Design mdu_control, sky130hd; sources not shown.
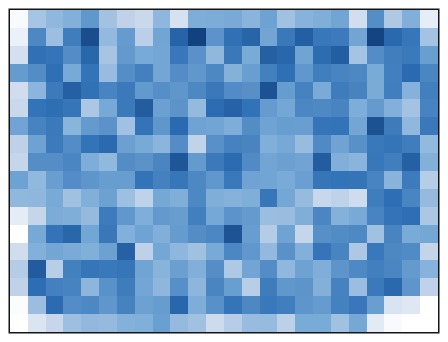
**Above:** local utilization.
The die is cut into 24 by 18 equal tiles; white is low, dark blue is high, 0 to 100% covered.
nearly empty tiles: 1.4%
tiles over 75% full: 7.6%
fullest tile: 93%
mean over tiles: 55%
core area: 0.04004 sq mm
Floorplan Utilization: 51.42%
Final Util: 58.80%

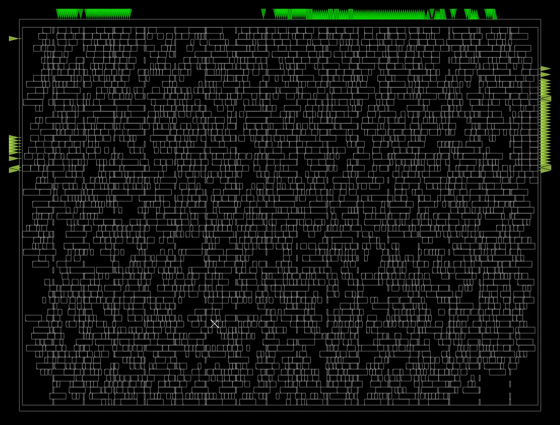
**Above:** placed standard cells.
non-filler cells, final: 3,459
flop share of the area: 20.09%
flop count: 236

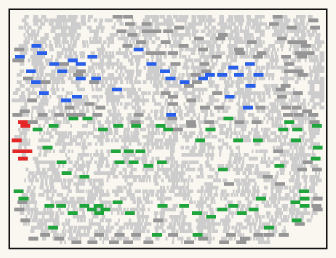
**Above:** sequential cells coloured by netlist name.
| netlist name | colour | placed flops |
|---|---|---|
| u_dp.acc | green | 64 |
| cnt | red | 6 |
| u_dp.sh | blue | 32 |
not coloured: 134
Seq. cell area: 0.004730 sq mm
power in sequential cells: 2.05 mW

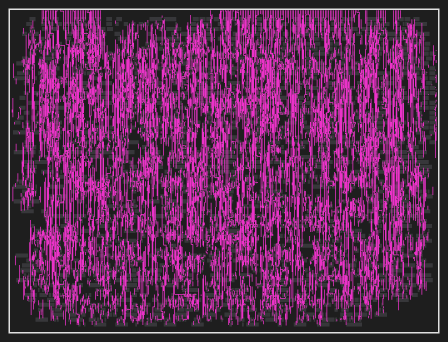
**Above:** the metal 2 layer.
Cells faint in the background.
nets with wire on the layer: 2,554
main direction: vertical
longest straight run: 71.6 um
share of all routed wire: 39%
wire length on this layer: 33.5 mm
GR met2 Demand/Resource: 54.22%
Via Count: 22,945
Routed WL: 85,510 um

==> results.ini <==
[status]
status=finished with violations
violations=DRC

[global_routing]
grt_usage_pct=39.32
globalRouteOverflowTotal=0
grt_pass1_vias=20117
grt_max_degree=74

[final_layout]
drive_gt1_share_pct=5.376
num-nonclk-inverters=67
diodes=0
final_common_cell=nand2_1
clock_buffers=27

[timing]
hold-worst-slack_ps=465.6
relSlewSlack_pct=34.50
finalSetupViolations=0
report.final.slew_viol_count=0
hold_violations=0

[logic_synthesis]
flop_cell=dfxtp_1
ys_sh_simple_pct=21.86
syn_nets=3035

[worst_setup_path]
cpPeakStageDelay_ps=470
r2r_slack_ps=510
endpoint_kind=flop

[cts]
cts_buffer_depth=3

[route]
drc=4

[floorplanning]
ioPinCount=171

-- per-stage QoR --
stage               power (mW)  instances
global route             5.052       3459
CTS                      4.910       3459
finish                   4.940       3459
floorplan                2.501       2858
detailed placement       2.792       3415
global placement         2.784       3413
-- where the power goes --
group	internal (mW)	switching (mW)	total [mW]
registers	2.03	0.0196	2.05
clock network	1.20	0.952	2.16
logic	0.270	0.462	0.732
-- cell usage after synthesis, types with 30 or more instances --
cell type	n
nand2_1	429
a21oi_1	297
nor2_1	245
dfxtp_1	236
o21ai_0	201
clkbuf_1	165
xnor2_1	148
ha_1	101
mux2i_1	100
xor2_1	85
o211ai_1	67
inv_1	66
a211oi_1	55
nor3_1	45
a21o_1	38
nand3_1	38
o31ai_1	37
o22ai_1	35
and3_1	34
nand4_1	30
No activity file was given, so power comes from the tool's default toggle rates.
